**Floorplan with the power grid**

The bar under the picture is 20 µm long. Pins as bars on the die edge. Tap cells in grey.
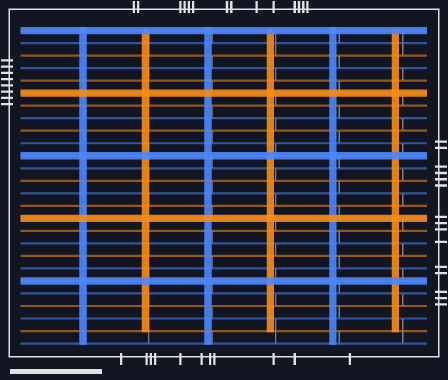
**Placed cells, one colour a class**

The bar under the picture is 20 µm long.
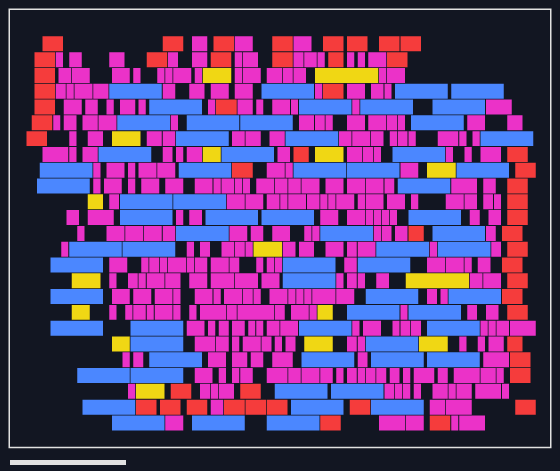
$ cat src/rtl/lupa_pkg.sv
// lupa_pkg: shared state encoding, default timing constants and helpers for the LUPA300 exposure sequencer
// Contents: state_t (PWRUP..FOT), DEF_RST_WAIT, DEF_RSTN_HOLD, DEF_FOT_CYCLES, LINE_W, max2()
package lupa_pkg;

    typedef enum logic [2:0] {
        PWRUP    = 3'd0,
        RELEASE  = 3'd1,
        CFG_REQ  = 3'd2,
        CFG_WAIT = 3'd3,
        ARM      = 3'd4,
        INTEG    = 3'd5,
        FOT      = 3'd6
    } state_t;

    localparam int DEF_RST_WAIT   = 20000;
    localparam int DEF_RSTN_HOLD  = 60;
    localparam int DEF_FOT_CYCLES = 624;
    localparam int LINE_W         = 9;

    function automatic int max2(input int a, input int b);
        return (a > b) ? a : b;
    endfunction

endpackage

$ cat src/rtl/lupa_edge_sync.sv
// lupa_edge_sync: optional 2-flop synchronizer plus rise/fall pulse generator for one sensor strobe
// Ports: i_clk, i_rst_n (async active-low), i_d (raw strobe),
//        o_lvl (strobe as seen by the core), o_rise / o_fall (single-cycle edge pulses)
// Build option: LUPA_EXPSCHED_INPUT_SYNC_EN inserts the 2-flop synchronizer (+2 cycles latency)
module lupa_edge_sync
    import lupa_pkg::*;
(
    input  logic i_clk,
    input  logic i_rst_n,
    input  logic i_d,
    output logic o_lvl,
    output logic o_rise,
    output logic o_fall
);

    logic r_q;
    logic w_d;

`ifdef LUPA_EXPSCHED_INPUT_SYNC_EN
    logic [1:0] r_sync;

    always_ff @(posedge i_clk or negedge i_rst_n)
        if (!i_rst_n) r_sync <= '0;
        else          r_sync <= {r_sync[0], i_d};

    assign w_d = r_sync[1];
`else
    // Strobe is already synchronous to the sensor clock; only one history flop is kept.
    assign w_d = i_d;
`endif

    always_ff @(posedge i_clk or negedge i_rst_n)
        if (!i_rst_n) r_q <= 1'b0;
        else          r_q <= w_d;

    assign o_lvl  = w_d;
    assign o_rise = w_d & ~r_q;
    assign o_fall = ~w_d & r_q;

endmodule

$ cat src/rtl/lupa_exposure_sched.sv
// lupa_exposure_sched: LUPA300 power-up, SPI-config handshake, exposure pulse and frame-store selection sequencer
// Ports: iCLOCK_80 (clock), iRST_N (async active-low reset), iEXP_CYCLES (exposure length),
//        iFRAME_DIV (keep 1 of every N+1 frames), iRECFG (reconfig request pulse), iCFG_DONE (uploader done level),
//        Frame_Valid / Line_Valid (sensor strobes), oSENSOR_RST_N, oCFG_START (upload start pulse),
//        oINT_TIME (integration), oWRT_FLAG (frame-store write enable), oLINE_CNT (completed lines), oSTATE (debug)
// Build option: LUPA_EXPSCHED_INPUT_SYNC_EN synchronizes Frame_Valid / Line_Valid (see lupa_edge_sync)
module lupa_exposure_sched
    import lupa_pkg::*;
#(
    parameter int RST_WAIT   = DEF_RST_WAIT,
    parameter int RSTN_HOLD  = DEF_RSTN_HOLD,
    parameter int FOT_CYCLES = DEF_FOT_CYCLES,
    parameter int EXP_W      = 21
) (
    input  logic              iCLOCK_80,
    input  logic              iRST_N,
    input  logic [EXP_W-1:0]  iEXP_CYCLES,
    input  logic [4:0]        iFRAME_DIV,
    input  logic              iRECFG,
    input  logic              iCFG_DONE,
    input  logic              Frame_Valid,
    input  logic              Line_Valid,
    output logic              oSENSOR_RST_N,
    output logic              oCFG_START,
    output logic              oINT_TIME,
    output logic              oWRT_FLAG,
    output logic [LINE_W-1:0] oLINE_CNT,
    output logic [2:0]        oSTATE
);

    localparam int CNT_W = max2(EXP_W, max2($clog2(RST_WAIT), max2($clog2(RSTN_HOLD), $clog2(FOT_CYCLES))));

    state_t            r_state;
    state_t            w_next;
    logic [CNT_W-1:0]  r_cnt;
    logic [EXP_W-1:0]  r_exp_m1;
    logic [4:0]        r_fcnt;
    logic [LINE_W-1:0] r_line;
    logic              r_cfg_start;
    logic              r_pend;
    logic              r_srst;
    logic              r_int;
    logic              r_wrt;
    logic              r_sel;
    logic              w_fv;
    logic              w_fv_rise;
    logic              w_fv_fall;
    logic              w_lv_lvl;
    logic              w_lv_rise;
    logic              w_lv_fall;
    logic              w_start;
    logic              w_unused;

    lupa_edge_sync u_fv (
        .i_clk   (iCLOCK_80),
        .i_rst_n (iRST_N),
        .i_d     (Frame_Valid),
        .o_lvl   (w_fv),
        .o_rise  (w_fv_rise),
        .o_fall  (w_fv_fall)
    );

    lupa_edge_sync u_lv (
        .i_clk   (iCLOCK_80),
        .i_rst_n (iRST_N),
        .i_d     (Line_Valid),
        .o_lvl   (w_lv_lvl),
        .o_rise  (w_lv_rise),
        .o_fall  (w_lv_fall)
    );

    // Only the falling edge of Line_Valid matters for line counting.
    assign w_unused = w_lv_rise ^ w_lv_lvl;

    always_comb begin
        w_next = r_state;
        case (r_state)
            PWRUP:    w_next = (r_cnt == CNT_W'(RST_WAIT - 1))   ? RELEASE  : PWRUP;
            RELEASE:  w_next = (r_cnt == CNT_W'(RSTN_HOLD - 1))  ? CFG_REQ  : RELEASE;
            CFG_REQ:  w_next = r_cfg_start                       ? CFG_WAIT : CFG_REQ;
            CFG_WAIT: w_next = iCFG_DONE                         ? ARM      : CFG_WAIT;
            ARM:      w_next = w_fv_fall ? (r_pend ? CFG_REQ : INTEG) : ARM;
            INTEG:    w_next = (r_cnt == CNT_W'(r_exp_m1))       ? FOT      : INTEG;
            FOT:      w_next = (r_cnt == CNT_W'(FOT_CYCLES - 1)) ? ARM      : FOT;
            default:  w_next = PWRUP;
        endcase
    end

    // The start pulse is issued on the same edge that enters CFG_REQ when Frame_Valid is already low,
    // so CFG_REQ lasts exactly one cycle in that case; otherwise it waits for Frame_Valid to drop.
    assign w_start = (w_next == CFG_REQ) && !w_fv && !r_cfg_start;

    always_ff @(posedge iCLOCK_80 or negedge iRST_N)
        if (!iRST_N) r_state <= PWRUP;
        else         r_state <= w_next;

    always_ff @(posedge iCLOCK_80 or negedge iRST_N) begin
        if (!iRST_N) begin
            r_cnt       <= '0;
            r_exp_m1    <= '0;
            r_fcnt      <= '0;
            r_line      <= '0;
            r_cfg_start <= 1'b0;
            r_pend      <= 1'b0;
            r_srst      <= 1'b0;
            r_int       <= 1'b0;
            r_wrt       <= 1'b0;
            r_sel       <= 1'b0;
        end else begin
            // One counter serves every timed state; it restarts on each state change.
            r_cnt       <= (w_next != r_state) ? '0 : r_cnt + CNT_W'(1);
            if (r_state != INTEG && w_next == INTEG)
                r_exp_m1 <= (iEXP_CYCLES == '0) ? '0 : iEXP_CYCLES - EXP_W'(1);
            r_cfg_start <= w_start;
            r_pend      <= w_start ? 1'b0 : (r_pend | (iRECFG && (r_state inside {CFG_WAIT, ARM, INTEG, FOT})));
            r_srst      <= (w_next != PWRUP);
            r_int       <= (w_next == INTEG);
            // Selection is decided from the counter value at frame start and held for the whole frame.
            if (w_fv_rise) begin
                r_fcnt <= (r_fcnt >= iFRAME_DIV) ? '0 : r_fcnt + 5'd1;
                r_sel  <= (r_fcnt == '0);
            end
            r_wrt       <= w_fv && (w_fv_rise ? (r_fcnt == '0) : r_sel);
            r_line      <= w_fv_rise ? '0 : (w_lv_fall && r_line != '1) ? r_line + LINE_W'(1) : r_line;
        end
    end

    assign oSENSOR_RST_N = r_srst;
    assign oCFG_START    = r_cfg_start;
    assign oINT_TIME     = r_int;
    assign oWRT_FLAG     = r_wrt;
    assign oLINE_CNT     = r_line;
    assign oSTATE        = r_state;

endmodule

$ cat config.mk
export PLATFORM = sky130hd
export DESIGN_NAME = lupa_exposure_sched
export DESIGN_NICKNAME = d
export VERILOG_FILES = /design/src/rtl/lupa_pkg.sv /design/src/rtl/lupa_edge_sync.sv /design/src/rtl/lupa_exposure_sched.sv
export SDC_FILE = /design/constraint.sdc
export NUM_CORES = 1
export LEC_CHECK = 0
export CAP_MARGIN = 40
export CORE_ASPECT_RATIO = 0.8
export CORE_MARGIN = 2
export CORE_UTILIZATION = 60
export CTS_CLUSTER_DIAMETER = 150
export DETAILED_ROUTE_END_ITERATION = 10
export PLACE_DENSITY = 0.92
export SLEW_MARGIN = 40
export SYNTH_ARGS = -nofsm -noshare
export SYNTH_HDL_FRONTEND = slang
export SYNTH_SLANG_ARGS = --single-unit
$ cat constraint.sdc
create_clock -name iCLOCK_80 -period 4.4 [get_ports iCLOCK_80]
set_input_delay 0.88 -clock iCLOCK_80 [delete_from_list [all_inputs] [get_ports iCLOCK_80]]
set_output_delay 0.88 -clock iCLOCK_80 [all_outputs]
set_load 0.02 [all_outputs]
==> flow_summary_export.csv <==
group,metric,value,unit
run_status,status,"complete, no violations",
placement,io_buffers,47,
clock_tree,cts_tree,"built",
grt,grt-ovfl-total,0,
power_and_ir_drop,fin_total_pwr,2.091,mW
floorplanning,tap_cells,81,
synth,ys.flop_type,"dfrtp_1",
synth,ys_cells,407,
cells_and_area,utilization,75.69,%
critical_path,r2r_slack,1.84,ns
clock_tree,cts.sinks,67,
cells_and_area,logic_area,1999,µm²
critical_path,path_depth,8,
clock_tree,cts_buffers,9,
clock_tree,root_buffer,"clkbuf_8",
hold_path,hp-start,"r_exp_m1[0]",
cells_and_area,numSequentialCells,67,
critical_path,crit_path_end_kind,"flip-flop",
timing,tns,0,ns
timing,maxSlewHeadroom,46.32,%
critical_path,worstPathMaxFanout,17,
cells_and_area,clkbuf_count,9,
critical_path,critPathTopFamily,"simple AND/OR/NAND/NOR gates",
critical_path,r2r_end,"oLINE_CNT[5]",
floorplanning,die_y,75.19,µm
clock_tree,clkLatencyLatePin,0.37,ns
synth,topCellsByArea,"dfrtp_1 44%, xor2_1 9.4%, nand2_1 5.1%",
grt,grtUsageTotal,26.54,%
critical_path,cp_slowest_stage_delay,0.62,ns
clock_tree,ctsResizeCount,0,
cells_and_area,fin_nets,497,
detailed_routing,num_vias,3209,
timing,period_used_share,65.29,%
clock_tree,hold_buffers,0,
critical_path,cp-endpoint,"r_exp_m1[16]",
synth,postSynthAreaPerCell,9.339,µm²
critical_path,critPathBufInv,2,
timing,worst_pin_slew,0.8035,ns
detailed_routing,final_antenna_net_count,0,
detailed_routing,dr.pass1.iters,5,
floorplanning,fp_util,63.29,%
cells_and_area,clock_area_share,4.955,%
hold_path,hp-class,"flip-flop to flip-flop",
power_and_ir_drop,total_leakage_power,2.055,nW
-- 'floorplan with the power grid' (at the start) --
VSS -> blue
VDD -> orange
signal pins = 48
met1 rails = 26
met5 straps = 5

-- 'placed cells, one colour a class' (at the start) --
remaining buffers and delay cells -> red  # cells 50, share of their area 11%
clock drivers and dummy loads -> yellow  # cells 16, share of their area 5.1%
combinational and other logic -> magenta  # cells 326, share of their area 46%
sequential cells -> blue  # cells 67, share of their area 38%
Seq/total area: 36.88%
Post-Layout Inst Area: 4546 µm²

## power by group
part | internal, mW | leakage [nW] | switching, mW
registers | 0.744 | 0.892 | 0.140
clock network | 0.322 | 0.106 | 0.255
logic | 0.280 | 1.06 | 0.350
total | 1.35 | 2.06 | 0.744
## cells in the mapped netlist (10+ instances only)
cell       n
xor2_1    41
o21ai_0   13
dfrtp_1   67
xnor2_1   22
nor2_1    47
ha_1      11
nor4_1    13
clkbuf_1  10
inv_1     14
nand2_1   52
o31ai_1   15
nand3_1   16
## metal layers
metal  vias up  share of wire (%)  global-route usage, %
met5         -                  0                      0
met4         0                2.6                  11.44
met3        23                6.5                  6.206
met2       110                 50                  46.05
met1      1567                 41                  32.53
li1       1509                  -                      -
## stage by stage
step / setup WS (ns) / area [µm²] / std cells
finish: 1.527 / 4546 / 540
global route: 1.387 / 4546 / 540
CTS: 1.549 / 4546 / 540
detailed placement: 1.178 / 4320 / 524
global placement: 1.373 / 4315 / 524
floorplan: 1.748 / 3801 / 407
## state kept, by name, summed over array words and instances (netlist names)
name	flops
oLINE_CNT	9
r_pend	1
r_cnt	21
r_exp_m1	21
oCFG_START	1
oINT_TIME	1
r_sel	1
u_fv.r_q	1
oSENSOR_RST_N	1
oWRT_FLAG	1
oSTATE	3
r_fcnt	5
u_lv.r_q	1
## logic make-up (layout without fill, tap and decap cells)
logic type | count (synthesis) | count (layout) | synth area share (%)
XOR/XNOR | 63 | 63 | 14.52
flip-flops | 67 | 67 | 44.11
adder cells (fa/ha/maj) | 11 | 11 | 3.621
AND-OR/OR-AND | 53 | 53 | 9.744
AND/OR/NAND/NOR | 183 | 183 | 24.13
multiplexers | 2 | 2 | 0.5267
buffers and inverters | 28 | 80 | 3.357
Power and IR drop assume default switching activity.
